--- config.mk ---
export PLATFORM = sky130hd
export DESIGN_NAME = imem_loader
export DESIGN_NICKNAME = d
export VERILOG_FILES = /design/src/rtl/imem_loader.sv
export SDC_FILE = /design/constraint.sdc
export NUM_CORES = 1
export LEC_CHECK = 0
export CORE_ASPECT_RATIO = 1.4
export CORE_MARGIN = 3
export CORE_UTILIZATION = 45
export DETAILED_ROUTE_END_ITERATION = 6
export GPL_ROUTABILITY_DRIVEN = 0
export PLACE_DENSITY = 0.7
export SYNTH_ARGS = -nofsm -noshare
export SYNTH_HDL_FRONTEND = slang
export SYNTH_SLANG_ARGS = --single-unit
--- constraint.sdc ---
create_clock -name clk -period 2 [get_ports clk]
set_clock_uncertainty 0.05 [all_clocks]
set_input_delay 0.4 -clock clk [delete_from_list [all_inputs] [get_ports clk]]
set_output_delay 0.4 -clock clk [all_outputs]
set_load 0.1 [all_outputs]
--- src/rtl/imem_loader.sv ---
// Byte-serial program loader: packs a big-endian byte stream into 32-bit words
// and writes them to instruction memory from word address 0, with done/error status.
module imem_loader #(
   parameter int ADDR_WIDTH = 6,
   parameter int DEPTH      = 18
) (
   input  logic                  clk,
   input  logic                  reset,
   input  logic                  start,
   input  logic [7:0]            in_data,
   input  logic                  in_valid,
   input  logic                  in_last,
   output logic                  in_ready,
   output logic                  we,
   output logic [ADDR_WIDTH-1:0] wa,
   output logic [31:0]           wd,
   output logic                  busy,
   output logic                  done,
   output logic                  error,
   output logic [ADDR_WIDTH:0]   word_count
);

   typedef enum logic [1:0] {IDLE, LOAD, WRITE, DONE} state_t;

   localparam logic [ADDR_WIDTH-1:0] LAST_ADDR = ADDR_WIDTH'(DEPTH - 1);

   state_t                state, state_nx;
   logic [ADDR_WIDTH-1:0] addr;
   logic [1:0]            bcnt;
   logic [31:0]           sr;
   logic                  last_q;
   logic                  accept, word_end, at_end;
   logic [31:0]           word_nx;

   assign accept   = (state == LOAD) && in_valid;
   assign word_end = accept && ((bcnt == 2'd3) || in_last);
   assign at_end   = (addr == LAST_ADDR);
   // Byte n of a word lands at bits [31-8n -: 8]; unfilled low bytes stay zero.
   assign word_nx  = sr | ({24'd0, in_data} << (5'd24 - {bcnt, 3'b000}));

   always_ff @(posedge clk) begin
      if (reset) state <= IDLE;
      else       state <= state_nx;
   end

   // Handshake and status outputs decode from the registered state only.
   always_comb begin
      state_nx = state;
      in_ready = 1'b0;
      we       = 1'b0;
      busy     = 1'b0;
      done     = 1'b0;
      case (state)
         IDLE: if (start) state_nx = LOAD;
         LOAD: begin
            in_ready = 1'b1;
            busy     = 1'b1;
            if (word_end) state_nx = WRITE;
         end
         WRITE: begin
            we       = 1'b1;
            busy     = 1'b1;
            state_nx = (last_q || at_end) ? DONE : LOAD;
         end
         DONE: begin
            done = 1'b1;
            if (start) state_nx = LOAD;
         end
         default: state_nx = IDLE;
      endcase
   end

   always_ff @(posedge clk) begin
      if (reset) begin
         addr       <= '0;
         bcnt       <= '0;
         sr         <= '0;
         last_q     <= 1'b0;
         wa         <= '0;
         wd         <= '0;
         word_count <= '0;
         error      <= 1'b0;
      end else begin
         case (state)
            IDLE, DONE: begin
               if (start) begin
                  addr       <= '0;
                  bcnt       <= '0;
                  sr         <= '0;
                  last_q     <= 1'b0;
                  word_count <= '0;
                  error      <= 1'b0;
               end
            end
            LOAD: begin
               if (word_end) begin
                  // wa/wd only move here, so they hold steady outside the write strobe.
                  wa     <= addr;
                  wd     <= word_nx;
                  last_q <= in_last;
                  if (in_last && bcnt != 2'd3) error <= 1'b1;
               end else if (accept) begin
                  sr   <= word_nx;
                  bcnt <= bcnt + 2'd1;
               end
            end
            WRITE: begin
               addr       <= addr + 1'b1;
               word_count <= word_count + 1'b1;
               bcnt       <= '0;
               sr         <= '0;
               // Memory full before the image ended.
               if (!last_q && at_end) error <= 1'b1;
            end
            default: ;
         endcase
      end
   end

endmodule

### M3 wires, run 1

Bar = 20 um. Cells faint in the background.
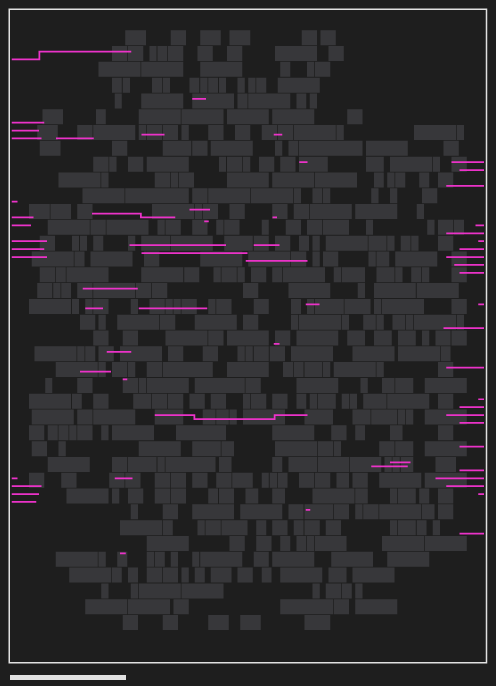
The layer carries 328 um of wire. The longest straight run is 17.9 um. The layer holds 3.9% of the routed length. 50 nets have wire on it.

### Clock network drawn from the DEF, run 1

Bar = 20 um.
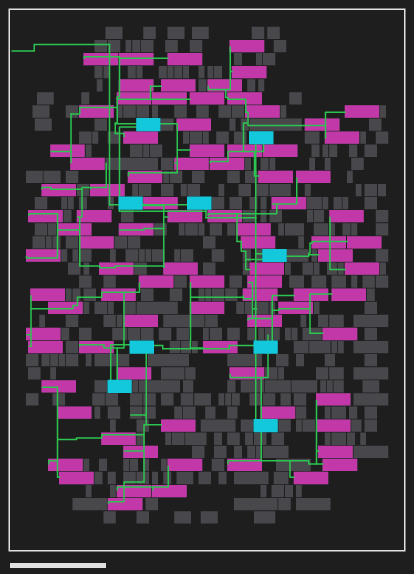
flip-flops: drawn in magenta, count 89. clock wires: drawn in green, length 968 um. clock-net drivers: drawn in cyan, count 9.
There are 10 routed clock nets.

### The metal 2 layer, run 1

Cells faint in the background.
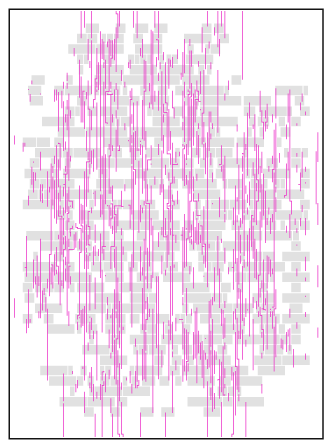
The layer holds 51% of the routed length. The longest straight run is 43.2 um.

==> run summary, run 1 <==
Figures from the flow reports.

Detailed routing:
- The run puts the sum of met3 wire segment lengths after detailed routing at roughly 330 um.
- Using the TritonRoute via totals, the vias-per-cell ratio works out to 5.481.
- The run puts the via count at 3124.

Layout:
- The run puts the post-synthesis to final-layout area growth at 28.95%.
- The final report gives the core utilization as 0.5996.
- The largest cell class by area is registers.
- The top cell type in the final layout, fill and taps aside, is sky130_fd_sc_hd__dfxtp_1.
- The area taken by sequential standard cells is reported as roughly 0.0018 sq mm.
- The run puts the total inserted antenna cells at 0.

GRT:
- The run puts the global-route met1 utilization at 0.2423.
- The global router reports that the layer with the highest usage is met2.

Clock tree:
- The run puts the total setup buffers inserted after CTS at 0.
- TritonCTS built the clock tree.

Critical path:
- The worst register-to-register path has a depth of 7.
- In this run the worst setup path begins at state[0].
- The largest individual stage delay along the critical path comes from the cell sky130_fd_sc_hd__dfxtp_1.

Final timing:
- The run puts the clock period minus final worst setup slack at approximately 1900 ps.
- Setup repair after global routing left no endpoint under its margin.
- In the final report, the number of hold violations comes to 0.

Run status:
- The run finished with clean final reports.

Power:
- The run gives the leakage power as 0.001794 uW.

Place:
- Port buffering added 62 buffers.
- At the placement stage, the worst setup path has a slack of -421.3 ps.

Synthesis:
- The run gives the portion of the post-synthesis area used by sequential elements as 0.4914.
- The run gives the cell area after synthesis as 0.003626 sq mm.
run 1: critical path, delay by kind of cell, from the launching register on:
kind	cells	cell delay (ps)
flops	1	340
fa+ha+maj	1	270
buf+inv	4	480
run 1: state kept, by name, summed over array words and instances, names as in the netlist, 2 cells and up:
register and count:
word_count 7, sr 32, addr 6, state 2
bcnt 2, wa 6, wd 32
run 1: worst max path at each step:
| stage | slack (ps) | endpoint |
|---|---|---|
| floorplan | -80 | word_count[6] |
| global placement | -380 | sr[8] |
| detailed placement | -420 | sr[10] |
| CTS | 80 | sr[9] |
| global route | 10 | wd[26] |
| finish | 120 | busy |
run 1: logic make-up (layout without fill, tap and decap cells):
kind of cell / Yosys count / after routing / synth area share
adder cells (fa/ha/maj): 7 / 7 / 0.02415
AND-OR/OR-AND: 91 / 91 / 0.1801
AND/OR/NAND/NOR: 158 / 158 / 0.2126
XOR/XNOR: 8 / 8 / 0.01932
multiplexers: 4 / 4 / 0.01311
flip-flops: 89 / 89 / 0.4914
buffers and inverters: 41 / 113 / 0.05935
run 1: cell usage after synthesis, drive strengths merged:
library cell,n
inv,5
o21ai,6
o211ai,1
nor3b,1
clkbuf,14
buf,22
and2,1
a311oi,1
nand4,5
nor3,33
o41ai,1
or2,1
a32oi,1
dfxtp,89
a22oi,33
a211oi,32
nand3,1
nand3b,1
and3,2
nor2,81
xor2,8
nand2,21
o31ai,1
nor2b,5
a2bb2oi,1
nor4b,4
nand2b,1
a221oi,1
mux2,3
a21oi,11
ha,7
or3,1
a21o,2
mux2i,1
run 1: where the power goes:
part	total, uW	leakage (uW)	internal (uW)	switching, uW
sequential	1970	0.000720	1890	79.4
clock	1370	0.000106	714	658
combinational	2400	0.000967	747	1650
total	5750	0.00179	3350	2390
--- run 2 (diff from run 1) ---
--- a/config.mk
+++ b/config.mk
@@ -5,7 +5,6 @@
 export SDC_FILE = /design/constraint.sdc
 export NUM_CORES = 1
 export LEC_CHECK = 0
-export CORE_ASPECT_RATIO = 1.4
 export CORE_MARGIN = 3
 export CORE_UTILIZATION = 45
 export DETAILED_ROUTE_END_ITERATION = 6
==> run 2 against run 1 <==
Against the previous run: maximum frequency is 1.8% lower; synthesized area stayed put; final cell count fell by 0.88%; setup slack lost 35 ps; global-route usage fell by 1.3 points; combinational power barely moved; clock power fell by 9%; wire length decreased by 3.8%; register-to-register slack about the same; sequential share of layout area increased by 0.44 points; critical endpoint unchanged; worst hold slack worse by 82 ps; critical path type unchanged; die size is 0.16% lower.
==> run summary, run 2 <==
Figures from the flow reports.

Place:
- The worst slack at placement came to -342.7 ps (was -421.3 ps).
- The run gives the count of input and output buffers as 62 (unchanged).

Critical path:
- The run gives the count of cells along the worst register-to-register path as 7 (unchanged).
- The run gives the gate family responsible for the most delay along the worst path as buffers and inverters (unchanged).
- The instance count on the critical path is 5 (unchanged).

Final timing:
- RSZ-0062 raised after global routing: no (unchanged).
- The run gives the count of final hold-check violations as 0 (unchanged).

Layout:
- The run gives the most frequently placed logic cell in the final layout as sky130_fd_sc_hd__dfxtp_1 (unchanged).
- Registers with the most flip-flops: sr x32, wd x32, word_count x7 (unchanged).
- The run puts the total inserted antenna cells at 0 (unchanged).
- The run gives the final core utilization as 0.5950 (was 0.5996).
- The run puts the post-synthesis to final-layout area growth at 27.47% (was 28.95%).

Clock tree:
- The TritonCTS clock tree is yes (unchanged).
- The total setup buffers inserted after CTS was 0 (unchanged).

Synthesis:
- The run puts the cell area after synthesis at 0.003626 sq mm (unchanged).
- The cell with the most instances after synthesis was sky130_fd_sc_hd__dfxtp_1 (unchanged).
- The run gives the share of async-settable or async-resettable flops after synthesis as 0 (unchanged).
- The portion of the post-synthesis area used by sequential elements came to 0.4914 (unchanged).
- The run gives the most used flip-flop cell after synthesis as sky130_fd_sc_hd__dfxtp_1 (unchanged).

Run status:
- Run status: finished clean (unchanged).

Detailed routing:
- The per-cell via count in the routed design is 5.389 (was 5.481).
- The run gives the via count as 3045 (was 3124).

Power:
- The leakage power was 0.001764 uW (was 0.001794 uW).
-- run 2: cell counts after synthesis --
Identical to the previous run, type by type.
-- run 2: logic make-up after synthesis --
logic type,share of synthesized area
XOR/XNOR,0.01932
buffers and inverters,0.05935
AND/OR/NAND/NOR,0.2126
AND-OR/OR-AND,0.1801
flip-flops,0.4914
multiplexers,0.01311
adder cells (fa/ha/maj),0.02415
-- run 2: final timing paths --
check        startpoint             to  slack [ps]
max            state[0]           busy          90
min               reset         last_q         290
max reg2reg    state[0]  word_count[6]         160
min reg2reg       wa[0]          wa[0]         410
-- run 2: cell type report --
class / instances / area [sq um] / share of cell area
sequential: 89 / 1782 / 0.3855
multi-input combinational: 268 / 1654 / 0.3579
timing repair buffer: 85 / 838.3 / 0.1814
tap: 102 / 127.6 / 0.02761
clock buffer: 9 / 123.9 / 0.02680
clock inverter: 7 / 77.57 / 0.01678
inverter: 5 / 18.77 / 0.004061
-- run 2: metal layers --
| metal | track usage | wire length, um | share of wire |
|---|---|---|---|
| met5 | 0 | 0 | 0 |
| met4 | 0.05569 | 117 | 0.014 |
| met1 | 0.2436 | 3685 | 0.45 |
| met2 | 0.2976 | 4024 | 0.49 |
| met3 | 0.04300 | 368 | 0.045 |
-- run 2: report_power, final --
part / switching (uW) / total [uW] / internal [uW]
clock network: 658 / 1250 / 593
logic: 1650 / 2380 / 734
registers: 71.2 / 1960 / 1890
total: 2380 / 5600 / 3220
-- run 2: timing repair --
item / CTS / global route
pin swaps: 0 / 0
gates cloned: 0 / 0
gates resized: 1 / 1
setup endpoints to repair: 38 / 2
### M3 wires, run 2

Bar = 20 um. Cells faint in the background.
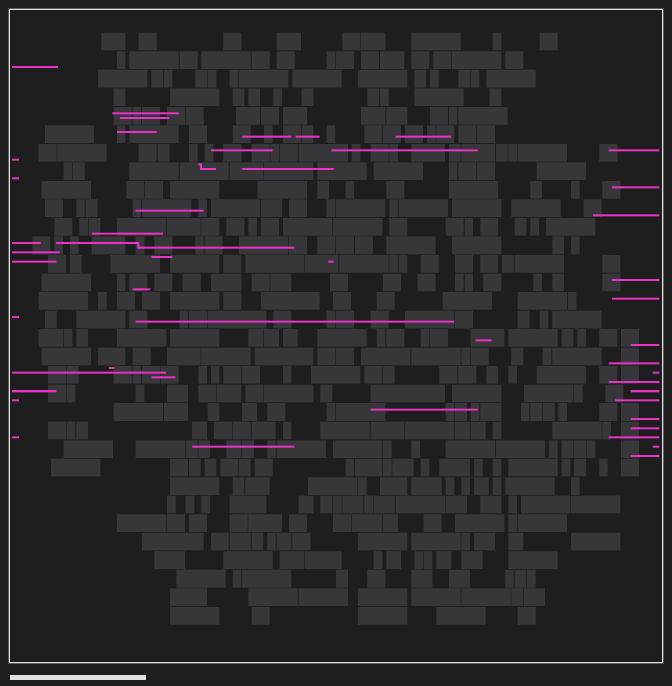
The layer carries 369 um of wire. The layer holds 4.5% of the routed length. The longest straight run is 46.5 um. The wires run mostly horizontal.

--- run 3 (diff from run 2) ---
--- a/config.mk
+++ b/config.mk
@@ -5,11 +5,13 @@
 export SDC_FILE = /design/constraint.sdc
 export NUM_CORES = 1
 export LEC_CHECK = 0
+export CELL_PAD_IN_SITES_DETAIL_PLACEMENT = 1
+export CELL_PAD_IN_SITES_GLOBAL_PLACEMENT = 1
 export CORE_MARGIN = 3
-export CORE_UTILIZATION = 45
+export CORE_UTILIZATION = 40
 export DETAILED_ROUTE_END_ITERATION = 6
 export GPL_ROUTABILITY_DRIVEN = 0
-export PLACE_DENSITY = 0.7
+export PLACE_DENSITY_LB_ADDON = 0.1
 export SYNTH_ARGS = -nofsm -noshare
 export SYNTH_HDL_FRONTEND = slang
 export SYNTH_SLANG_ARGS = --single-unit
==> run 3 against run 2 <==
Against the previous run: non-clock buffer count rose by 3; sequential share of layout area is 0.10 points lower; sequential cell count stayed put; first-iteration DRC count is 63% lower; largest cell class unchanged; highest routed layer unchanged.
==> run summary, run 3 <==
Figures from the flow reports.

Layout:
- The count of multi-input gates came to 268 (unchanged).
- The run gives the layout buffering overhead excluding clock cells as 0.1803 (was 0.1814).
- The run gives the multi-input gate share of the layout cell area as 0.3569 (was 0.3579).
- The run puts the number of non-clock buffers at 88 (was 85).
- The run gives the post-synthesis to final-layout area growth as 27.81% (was 27.47%).
- The run gives the clock distribution area overhead in the final layout as 0.04509 (was 0.04358).
- The run puts the clock buffer instance count of the final layout at 10 (was 9).
- Registers with the most flip-flops: sr x32, wd x32, word_count x7 (unchanged).
- The run puts the area taken by multi-input logic gates at 0.001654 sq mm (unchanged).
- The run puts the total number of sequential cells at 89 (unchanged).
- The run gives the final core utilization as 0.5288 (was 0.5950).
- The flop share of the area is 0.3844 (was 0.3855).
- The non-clock inverter instance count of the final layout came to 5 (unchanged).
- The most frequently placed logic cell in the final layout is sky130_fd_sc_hd__dfxtp_1 (unchanged).
- The total inserted antenna cells came to 0 (unchanged).

Detailed routing:
- The run puts the via count at 3127 (was 3045).
- The per-cell via count in the routed design was 5.457 (was 5.389).
- The total wirelength of the detailed-routed design came to 9.602 mm (was 8.196 mm).

Floorplan:
- The run gives the tap cell count as 108 (was 102).

Synthesis:
- The run puts the cell area after synthesis at 0.003626 sq mm (unchanged).
- The run gives the number of enable-type register cells in the synthesized netlist as 0 (unchanged).
- The cell with the most instances after synthesis was sky130_fd_sc_hd__dfxtp_1 (unchanged).
- Commonest cells in the synthesized netlist: sky130_fd_sc_hd__dfxtp_1, sky130_fd_sc_hd__nor2_1, sky130_fd_sc_hd__a22oi_1, sky130_fd_sc_hd__nor3_1, sky130_fd_sc_hd__a211oi_1 (unchanged).
- The run gives the portion of the post-synthesis area used by sequential elements as 0.4914 (unchanged).
- The run gives the share of async-settable or async-resettable flops after synthesis as 0 (unchanged).

Final timing:
- RSZ-0062 raised after global routing: no (unchanged).
- The run gives the clock period minus final worst setup slack as 1903 ps (was 1913 ps).
- The run gives the count of final hold-check violations as 0 (unchanged).

Power:
- The internal power came to 3318 uW (was 3219 uW).
- The leakage power was 0.001767 uW (was 0.001764 uW).
- The run puts the clock network fraction of total power at 0.233 (was 0.223).
- The run gives the switching share of power as 0.4203 (was 0.4249).
- The part of the power in combinational logic came to 0.424 (was 0.426).
- The run gives the net switching power as 2406 uW (was 2379 uW).
- The part of the power in registers is 0.343 (was 0.351).

Critical path:
- The buffer and inverter count on the worst path was 4 (unchanged).
- The capture instance of the worst register-to-register path is addr[4] (was word_count[6]).
- The run puts the register-to-register setup slack at 150 ps (was 160 ps).
- The cell at the slowest stage of the critical path is sky130_fd_sc_hd__dfxtp_1 (unchanged).
- The startpoint of the lowest-slack register-to-register path is state[0] (unchanged).

Run status:
- Run status: finished clean (unchanged).

Min path:
- The critical hold path startpoint is reset (unchanged).
- The run gives the hold-critical path endpoint as last_q (unchanged).
run 3: cell count changes in the layout (fill, tap and decap cells not counted), sizes merged:
cell,change
clkbuf,+1
buf,+3
inv,-3
bufinv,+1
clkinv,-1
clkinvlp,+1
run 3: repair_timing:
item / in CTS / in global routing
hold buffers: 0 / 0
setup endpoints to repair: 38 / 33
resized: 1 / 1
run 3: kinds of logic (layout without fill, tap and decap cells):
group                      count (synthesis)  count (layout)  share of synthesized area
and+or+nand+nor                          158             158                     0.2126
AOI/OAI and AO/OA                         91              91                     0.1801
muxes                                      4               4                    0.01311
buffers and inverters                     41             108                    0.05935
DFF                                       89              89                     0.4914
adders and majority gates                  7               7                    0.02415
xor gates and xnor gates                   8               8                    0.01932
run 3: per-layer routing:
layer / wire [um] / track usage / vias to the layer above
li1: - / - / 1531
met1: 4543 / 0.2691 / 1535
met2: 4657 / 0.3325 / 48
met3: 271 / 0.03030 / 13
met4: 130 / 0.06135 / 0
met5: 0 / 0 / -
run 3: how the worst max path moves through the flow:
stage | startpoint | to | slack, ps | cells past startpoint
floorplan | state[0] | word_count[6] | -80 | 6
global placement | start | sr[8] | -430 | 6
detailed placement | start | sr[12] | -490 | 6
CTS | state[0] | sr[14] | 10 | 7
global route | state[0] | busy | 9 | 5
finish | state[0] | busy | 100 | 5
run 3: power groups by stage:
stage	Clock [uW]	Combinational, uW	Sequential (uW)
2_1_floorplan	0	1140	2620
3_3_place_gp	0	2380	2000
3_5_place_dp	0	2420	2010
4_1_cts	1370	2430	1970
5_1_grt	1430	2580	1980
6_report	1330	2430	1960
run 3: metrics by stage:
stage	hold slack, ps	instance area [sq um]
global placement	395.4	4418
finish	324.0	4634
global route	338.6	4634
floorplan	406.7	3641
detailed placement	408.2	4418
CTS	313.6	4629
### Metal layers overlaid, run 3

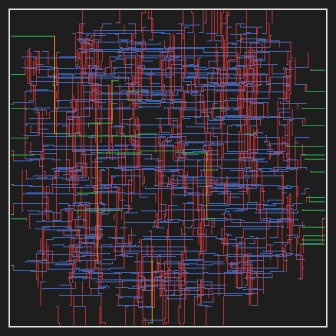
M3: drawn in green, wire length 271 um. M4: drawn in orange, wire length 131 um. M1: drawn in blue, wire length 4540 um. M2: drawn in red, wire length 4660 um.

Power is estimated from default activity; no workload was simulated.
